[config.mk]
export PLATFORM = sky130hd
export DESIGN_NAME = mem_sequencer_flat
export DESIGN_NICKNAME = d
export VERILOG_FILES = /design/src/rtl/mem_sequencer_pkg.sv /design/src/rtl/mem_sequencer_if.sv /design/src/rtl/mem_sequencer_oc_add16.sv /design/src/rtl/mem_sequencer.sv /design/src/flat_wrapper.sv
export SDC_FILE = /design/constraint.sdc
export NUM_CORES = 1
export LEC_CHECK = 0
export CORE_ASPECT_RATIO = 0.5
export CORE_MARGIN = 2
export CORE_UTILIZATION = 57
export CTS_CLUSTER_DIAMETER = 150
export DETAILED_ROUTE_END_ITERATION = 16
export DONT_BUFFER_PORTS = 1
export PLACE_DENSITY_LB_ADDON = 0.15
export SLEW_MARGIN = 20
export SYNTH_ARGS = -nofsm -noshare
export SYNTH_HDL_FRONTEND = slang
export SYNTH_SLANG_ARGS = --single-unit
[constraint.sdc]
create_clock -name clk -period 13.39 [get_ports clk]
set_clock_uncertainty 0.05 [all_clocks]
set_input_delay 4.017 -clock clk [delete_from_list [all_inputs] [get_ports clk]]
set_output_delay 4.017 -clock clk [all_outputs]
set_load 0.03 [all_outputs]
[src/rtl/mem_sequencer_pkg.sv]
// Shared encodings and defaults for the memory sequencer: request ops,
// FSM states, protection window defaults and ones'-complement constants.
package mem_sequencer_pkg;

    typedef enum logic [1:0] {
        OP_READ    = 2'd0,
        OP_WRITE   = 2'd1,
        OP_RMW_INC = 2'd2,
        OP_RMW_DEC = 2'd3
    } op_e;

    typedef enum logic [2:0] {
        ST_IDLE   = 3'd0,
        ST_ADDR   = 3'd1,
        ST_SAMPLE = 3'd2,
        ST_WRITE  = 3'd3,
        ST_RESP   = 3'd4
    } state_e;

    localparam logic [11:0] FIXED_BASE_DEF = 12'h400;
    localparam logic [11:0] REG_LIMIT_DEF  = 12'd17;
    localparam logic [15:0] OC_NEG_ZERO    = 16'hFFFF;
    localparam logic [15:0] OC_PLUS_ONE    = 16'h0001;
    localparam logic [15:0] OC_MINUS_ONE   = 16'hFFFE;

endpackage

[src/rtl/mem_sequencer_if.sv]
// Bundle of the CPU request/response handshake and the memory-side bus.
// The master modport is the sequencer's view; slave is the CPU + memory side.
interface mem_sequencer_if;

    logic        req_valid;
    logic        req_ready;
    logic [1:0]  req_op;
    logic [11:0] req_addr;
    logic [2:0]  req_ebank;
    logic [4:0]  req_fbank;
    logic        req_super;
    logic [15:0] req_wdata;

    logic        rsp_valid;
    logic        rsp_ready;
    logic [15:0] rsp_rdata;
    logic [15:0] rsp_faddr;
    logic        rsp_fault;

    logic [2:0]  mem_eBank;
    logic [4:0]  mem_fBank;
    logic        mem_superBank;
    logic [11:0] mem_address;
    logic [15:0] mem_dataIn;
    logic        mem_writeEnable;
    logic [15:0] mem_result;
    logic [15:0] mem_finalAddress;

    modport master (
        input  req_valid, req_op, req_addr, req_ebank, req_fbank, req_super, req_wdata,
        output req_ready,
        output rsp_valid, rsp_rdata, rsp_faddr, rsp_fault,
        input  rsp_ready,
        output mem_eBank, mem_fBank, mem_superBank, mem_address, mem_dataIn, mem_writeEnable,
        input  mem_result, mem_finalAddress
    );

    modport slave (
        output req_valid, req_op, req_addr, req_ebank, req_fbank, req_super, req_wdata,
        input  req_ready,
        input  rsp_valid, rsp_rdata, rsp_faddr, rsp_fault,
        output rsp_ready,
        input  mem_eBank, mem_fBank, mem_superBank, mem_address, mem_dataIn, mem_writeEnable,
        output mem_result, mem_finalAddress
    );

endinterface

[src/rtl/mem_sequencer_oc_add16.sv]
// 16-bit ones'-complement adder: the carry out of bit 15 wraps back into bit 0.
module mem_sequencer_oc_add16 (
    input  logic [15:0] i_a,
    input  logic [15:0] i_b,
    output logic [15:0] o_sum
);

    logic [16:0] w_raw;

    assign w_raw = {1'b0, i_a} + {1'b0, i_b};
    assign o_sum = w_raw[15:0] + {15'd0, w_raw[16]};

endmodule

[src/rtl/mem_sequencer.sv]
// Single-outstanding bus master for the banked 16-bit memory: READ, WRITE and
// ones'-complement INC/DEC read-modify-write, with write protection.
module mem_sequencer
    import mem_sequencer_pkg::*;
#(
    parameter int unsigned READ_WAIT  = 1,
    parameter logic [11:0] FIXED_BASE = FIXED_BASE_DEF,
    parameter logic [11:0] REG_LIMIT  = REG_LIMIT_DEF
) (
    input  logic           clk,
    input  logic           reset,
    mem_sequencer_if.master bus
);

    localparam logic [2:0] WAIT_LAST = 3'(READ_WAIT - 1);

    state_e      r_state;
    op_e         r_op;
    logic [2:0]  r_wait;
    logic        r_protect;
    logic [15:0] r_wdata;
    logic        r_req_ready;
    logic        r_rsp_valid;
    logic [15:0] r_rsp_rdata;
    logic [15:0] r_rsp_faddr;
    logic        r_rsp_fault;
    logic [2:0]  r_ebank;
    logic [4:0]  r_fbank;
    logic        r_super;
    logic [11:0] r_addr;
    logic [15:0] r_data_in;
    logic        r_we;

    logic [15:0] w_addend;
    logic [15:0] w_sum;
    logic [15:0] w_new;

    assign w_addend = (r_op == OP_RMW_DEC) ? OC_MINUS_ONE : OC_PLUS_ONE;
    assign w_new    = (r_op == OP_WRITE) ? r_wdata : w_sum;

    mem_sequencer_oc_add16 u_add (
        .i_a   (bus.mem_result),
        .i_b   (w_addend),
        .o_sum (w_sum)
    );

    always_ff @(posedge clk or posedge reset) begin
        if (reset) begin
            r_state     <= ST_IDLE;
            r_op        <= OP_READ;
            r_wait      <= 3'd0;
            r_protect   <= 1'b0;
            r_wdata     <= 16'd0;
            r_req_ready <= 1'b1;
            r_rsp_valid <= 1'b0;
            r_rsp_rdata <= 16'd0;
            r_rsp_faddr <= 16'd0;
            r_rsp_fault <= 1'b0;
            r_ebank     <= 3'd0;
            r_fbank     <= 5'd0;
            r_super     <= 1'b0;
            r_addr      <= 12'd0;
            r_data_in   <= 16'd0;
            r_we        <= 1'b0;
        end else begin
            case (r_state)
                ST_IDLE: begin
                    if (bus.req_valid) begin
                        r_op        <= op_e'(bus.req_op);
                        r_addr      <= bus.req_addr;
                        r_ebank     <= bus.req_ebank;
                        r_fbank     <= bus.req_fbank;
                        r_super     <= bus.req_super;
                        r_wdata     <= bus.req_wdata;
                        r_protect   <= (bus.req_addr >= FIXED_BASE) || (bus.req_addr < REG_LIMIT);
                        r_wait      <= 3'd0;
                        r_req_ready <= 1'b0;
                        r_state     <= ST_ADDR;
                    end
                end
                ST_ADDR: begin
                    if (r_wait == WAIT_LAST) begin
                        r_state <= ST_SAMPLE;
                    end else begin
                        r_wait <= r_wait + 3'd1;
                    end
                end
                ST_SAMPLE: begin
                    r_rsp_faddr <= bus.mem_finalAddress;
                    // Faulted ops report the word as read; nothing is written.
                    if (r_op == OP_READ || r_protect) begin
                        r_rsp_rdata <= bus.mem_result;
                        r_rsp_fault <= r_protect && (r_op != OP_READ);
                        r_rsp_valid <= 1'b1;
                        r_state     <= ST_RESP;
                    end else begin
                        r_rsp_rdata <= w_new;
                        r_rsp_fault <= 1'b0;
                        r_data_in   <= w_new;
                        r_we        <= 1'b1;
                        r_state     <= ST_WRITE;
                    end
                end
                ST_WRITE: begin
                    r_we        <= 1'b0;
                    r_rsp_valid <= 1'b1;
                    r_state     <= ST_RESP;
                end
                ST_RESP: begin
                    if (bus.rsp_ready) begin
                        r_rsp_valid <= 1'b0;
                        r_req_ready <= 1'b1;
                        r_state     <= ST_IDLE;
                    end
                end
                default: begin
                    r_we        <= 1'b0;
                    r_rsp_valid <= 1'b0;
                    r_req_ready <= 1'b1;
                    r_state     <= ST_IDLE;
                end
            endcase
        end
    end

    assign bus.req_ready       = r_req_ready;
    assign bus.rsp_valid       = r_rsp_valid;
    assign bus.rsp_rdata       = r_rsp_rdata;
    assign bus.rsp_faddr       = r_rsp_faddr;
    assign bus.rsp_fault       = r_rsp_fault;
    assign bus.mem_eBank       = r_ebank;
    assign bus.mem_fBank       = r_fbank;
    assign bus.mem_superBank   = r_super;
    assign bus.mem_address     = r_addr;
    assign bus.mem_dataIn      = r_data_in;
    assign bus.mem_writeEnable = r_we;

endmodule

[src/flat_wrapper.sv]
// flat-port wrapper written by rule: the top's interface ports become plain ports
module mem_sequencer_flat import mem_sequencer_pkg::*;
#(
    parameter int unsigned READ_WAIT  = 1,
    parameter logic [11:0] FIXED_BASE = FIXED_BASE_DEF,
    parameter logic [11:0] REG_LIMIT  = REG_LIMIT_DEF
)
  (clk, reset, bus_req_valid, bus_req_op, bus_req_addr, bus_req_ebank, bus_req_fbank, bus_req_super, bus_req_wdata, bus_req_ready, bus_rsp_valid, bus_rsp_rdata, bus_rsp_faddr, bus_rsp_fault, bus_rsp_ready, bus_mem_eBank, bus_mem_fBank, bus_mem_superBank, bus_mem_address, bus_mem_dataIn, bus_mem_writeEnable, bus_mem_result, bus_mem_finalAddress);
  mem_sequencer_if bus_i ();
  input  logic clk;
  input  logic reset;
  input wire logic [$bits(bus_i.req_valid)-1:0] bus_req_valid;
  input wire logic [$bits(bus_i.req_op)-1:0] bus_req_op;
  input wire logic [$bits(bus_i.req_addr)-1:0] bus_req_addr;
  input wire logic [$bits(bus_i.req_ebank)-1:0] bus_req_ebank;
  input wire logic [$bits(bus_i.req_fbank)-1:0] bus_req_fbank;
  input wire logic [$bits(bus_i.req_super)-1:0] bus_req_super;
  input wire logic [$bits(bus_i.req_wdata)-1:0] bus_req_wdata;
  output wire logic [$bits(bus_i.req_ready)-1:0] bus_req_ready;
  output wire logic [$bits(bus_i.rsp_valid)-1:0] bus_rsp_valid;
  output wire logic [$bits(bus_i.rsp_rdata)-1:0] bus_rsp_rdata;
  output wire logic [$bits(bus_i.rsp_faddr)-1:0] bus_rsp_faddr;
  output wire logic [$bits(bus_i.rsp_fault)-1:0] bus_rsp_fault;
  input wire logic [$bits(bus_i.rsp_ready)-1:0] bus_rsp_ready;
  output wire logic [$bits(bus_i.mem_eBank)-1:0] bus_mem_eBank;
  output wire logic [$bits(bus_i.mem_fBank)-1:0] bus_mem_fBank;
  output wire logic [$bits(bus_i.mem_superBank)-1:0] bus_mem_superBank;
  output wire logic [$bits(bus_i.mem_address)-1:0] bus_mem_address;
  output wire logic [$bits(bus_i.mem_dataIn)-1:0] bus_mem_dataIn;
  output wire logic [$bits(bus_i.mem_writeEnable)-1:0] bus_mem_writeEnable;
  input wire logic [$bits(bus_i.mem_result)-1:0] bus_mem_result;
  input wire logic [$bits(bus_i.mem_finalAddress)-1:0] bus_mem_finalAddress;
  assign bus_i.req_valid = bus_req_valid;
  assign bus_i.req_op = bus_req_op;
  assign bus_i.req_addr = bus_req_addr;
  assign bus_i.req_ebank = bus_req_ebank;
  assign bus_i.req_fbank = bus_req_fbank;
  assign bus_i.req_super = bus_req_super;
  assign bus_i.req_wdata = bus_req_wdata;
  assign bus_req_ready = bus_i.req_ready;
  assign bus_rsp_valid = bus_i.rsp_valid;
  assign bus_rsp_rdata = bus_i.rsp_rdata;
  assign bus_rsp_faddr = bus_i.rsp_faddr;
  assign bus_rsp_fault = bus_i.rsp_fault;
  assign bus_i.rsp_ready = bus_rsp_ready;
  assign bus_mem_eBank = bus_i.mem_eBank;
  assign bus_mem_fBank = bus_i.mem_fBank;
  assign bus_mem_superBank = bus_i.mem_superBank;
  assign bus_mem_address = bus_i.mem_address;
  assign bus_mem_dataIn = bus_i.mem_dataIn;
  assign bus_mem_writeEnable = bus_i.mem_writeEnable;
  assign bus_i.mem_result = bus_mem_result;
  assign bus_i.mem_finalAddress = bus_mem_finalAddress;
  mem_sequencer #(.READ_WAIT(READ_WAIT), .FIXED_BASE(FIXED_BASE), .REG_LIMIT(REG_LIMIT)) u_core (.clk(clk), .reset(reset), .bus(bus_i));
endmodule
**Wires at chosen ports, followed through buffers**

(4 px per micron)
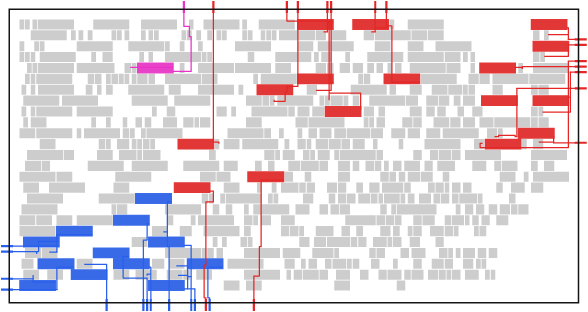
| colour | port | bits | direction | end cells | buffers | wire |
|---|---|---|---|---|---|---|
| red | bus_mem_dataIn | 16 | output | 16 | 0 | 389 microns |
| magenta | bus_rsp_valid | 1 | output | 1 | 0 | 32.1 microns |
| blue | bus_mem_address | 12 | output | 12 | 0 | 211 microns |
num ports: 148
PortBufs: 0

**Clock network drawn from the DEF**

(4 px per micron)
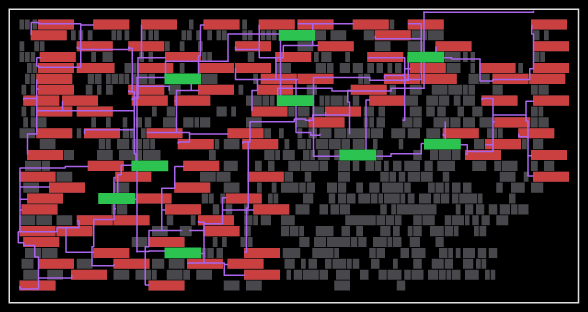
[purple] clock wires | length: 1200 microns
[green] clock drivers | count: 9
[red] flip-flops | count: 98
routed clock nets: 10
clk_lat worst skew: 0.35 ns
total clock network power: 0.251 mW
Clock power frac: 17.0%

**Metal 3**

(3 px per micron)
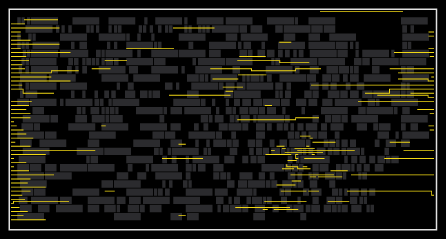
share of all routed wire: 8.2%
nets with wire on the layer: 99
met3 Track Usage GR: 8.268%
Vias: 4260

**Placed cells, one colour a class**

(2 px per micron)
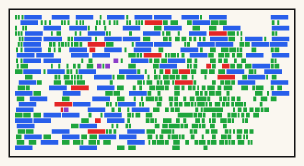
| colour | class | cells | share of their area |
|---|---|---|---|
| purple | other buffers and delay cells | 4 | 0.54% |
| red | clock drivers and dummy loads | 16 | 5.2% |
| blue | flops | 98 | 44% |
| green | combinational and other logic | 432 | 50% |
final core utilization: 61.24%
final instance area: 0.005728 sq mm
row count: 25
core area: 0.009353 sq mm
Seq area share: 42.84%

**Clock nets**

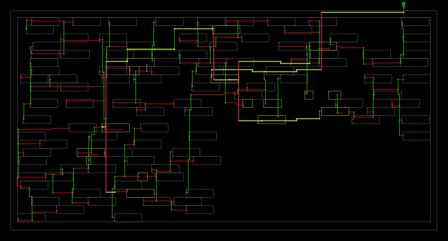
CTS Buf Count: 9
Flop Count: 98
clock sink total: 98

==> results.sh <==
# yosys + openroad results
export IMPL_postCtsSetupBuffers=0
export IMPL_status="completed"
export IMPL_clockBufferDepth=2
export IMPL_final_hold_viol_count=0
export IMPL_xor_area_share_pct=2.746
export IMPL_drcViolationCount=0
export IMPL_crit_required_ns=13.57
export IMPL_fp_util_pct=57.98
export IMPL_enable_flop_cells=0
export IMPL_die_area_sq_mm=0.01036
export IMPL_crit_type="input port to register"
export IMPL_htreeDepth=3
export IMPL_drtAntennaViolNets=0
export IMPL_fp_nets=653
export IMPL_synth_main_ff_cell="dfrtp_1"
export IMPL_syn_area_sq_mm=0.005423
export IMPL_die_x_microns=141.9
export IMPL_grt_start_max_net_pins=80
export IMPL_routed_wl_microns=13200
export IMPL_critPathMaxStageDelay_ns=0.51
export IMPL_postCtsHoldBufs=0
export IMPL_finalCritPeriodShare_pct=57.18
export IMPL_yosys_area_sq_mm=0.005423
export IMPL_yosysWarnings=0
export IMPL_slew_viol_final=0
export IMPL_timing_hold_ws_ns=0.4621
export IMPL_logic_family="simple AND/OR/NAND/NOR gates"
export IMPL_rsz0062_at_grt="false"
export IMPL_netlist_area_leader_share_pct=44.76
export IMPL_largest_area_cell="dfrtp_1"
export IMPL_place_gp_congestion=0.8848
export IMPL_critPathBufInv=0
export IMPL_p_leak_nw=2.392
export IMPL_overflow=0
-- synthesized netlist by cell type (7+ instances only) --
cell and number:
a211oi_1 7, a21oi_1 19, a22oi_1 7, clkbuf_1 30, dfrtp_1 97, ha_1 7, inv_1 13, mux2_2 41
nand2_1 89, nand3_1 16, nand4_1 7, nor2_1 41, nor3_1 11, nor4_1 13, o21ai_0 33, or3_1 8
xnor2_1 12
-- worst reg2reg max path, stage by stage, from the launching register on --
cell and delay, ns:
dfrtp_1 0.59, nand2_2 0.37, ha_1 0.35, ha_1 0.38, nand3_1 0.19, or4_1 0.51
a221oi_2 0.31, or2_2 0.17, a21oi_1 0.06, o22ai_1 0.24, ha_1 0.22, ha_1 0.16
and3_1 0.17, nand4_1 0.22, nor4_1 0.36, xnor2_1 0.16, a21oi_1 0.11, a221o_1 0.31
-- stage by stage --
stage          std cells  setup slack, ns
2_1_floorplan        571            5.773
3_3_place_gp         655            5.580
3_5_place_dp         655            5.468
4_1_cts              671            5.804
5_1_grt              671            5.431
6_report             671            5.733
-- where the power goes --
group | switching (mW) | leakage, nW | internal, mW
Clock | 0.121 | 0.138 | 0.131
Combinational | 0.251 | 1.09 | 0.202
Sequential | 0.338 | 1.17 | 0.438
Total | 0.710 | 2.39 | 0.771
-- cell families after synthesis --
group / count (synthesis)
flip-flops: 98
adder cells (fa/ha/maj): 7
buffers and inverters: 54
AND/OR/NAND/NOR: 226
multiplexers: 46
AND-OR/OR-AND: 123
XOR/XNOR: 17
-- registers in the layout, summed over array words and instances, names as in the netlist, 2 cells and up --
name,count
u_core.bus.mem_dataIn,16
u_core.bus.rsp_faddr,16
u_core.bus.rsp_rdata,16
u_core.r_wdata,16
u_core.bus.mem_address,12
u_core.bus.mem_fBank,5
u_core.bus.mem_eBank,3
u_core.r_state,3
u_core.r_wait,3
u_core.r_op,2
-- per-layer routing --
layer	up-vias	wire length, microns	track usage (%)
met3	18	1076	8.268
met4	0	151	5.333
li1	2010	-	-
met1	2056	6043	36.22
met5	-	0	0
met2	176	5925	40.35
-- worst paths after layout --
kind                                    startpoint                       end  slack [ns]
worst max-delay path             bus_mem_result[0]  u_core.bus.rsp_rdata[10]        5.73
worst min-delay path            u_core.r_wdata[10]        u_core.r_wdata[10]        0.46
worst max register to register      u_core.r_op[0]  u_core.bus.rsp_rdata[10]        8.36
worst min register to register  u_core.r_wdata[10]        u_core.r_wdata[10]        0.46
max in group asynchronous                    reset        u_core.r_wdata[11]        8.62
min in group asynchronous                    reset   u_core.bus.mem_fBank[0]        3.41
-- cells in the final DEF (no fill, tap or decap), types with 8 or more instances in the layout --
cell type  instances
or3_1              8
nor4_1            13
a21oi_1           19
inv_1             12
o21ai_0           33
nand2_1           89
xnor2_1           12
dfrtp_1           97
clkbuf_16          9
nand3_1           16
nor3_1            10
nor2_1            41
mux2_2            41
-- cell type report --
class / count / area [sq um]
fill: 803 / 3625
multi-input combinational: 419 / 2751
sequential: 98 / 2454
clock buffer: 10 / 229.0
tap: 121 / 151.4
clock inverter: 6 / 61.31
inverter: 13 / 51.30
timing repair buffer: 4 / 30.03
Power and IR drop assume default switching activity.
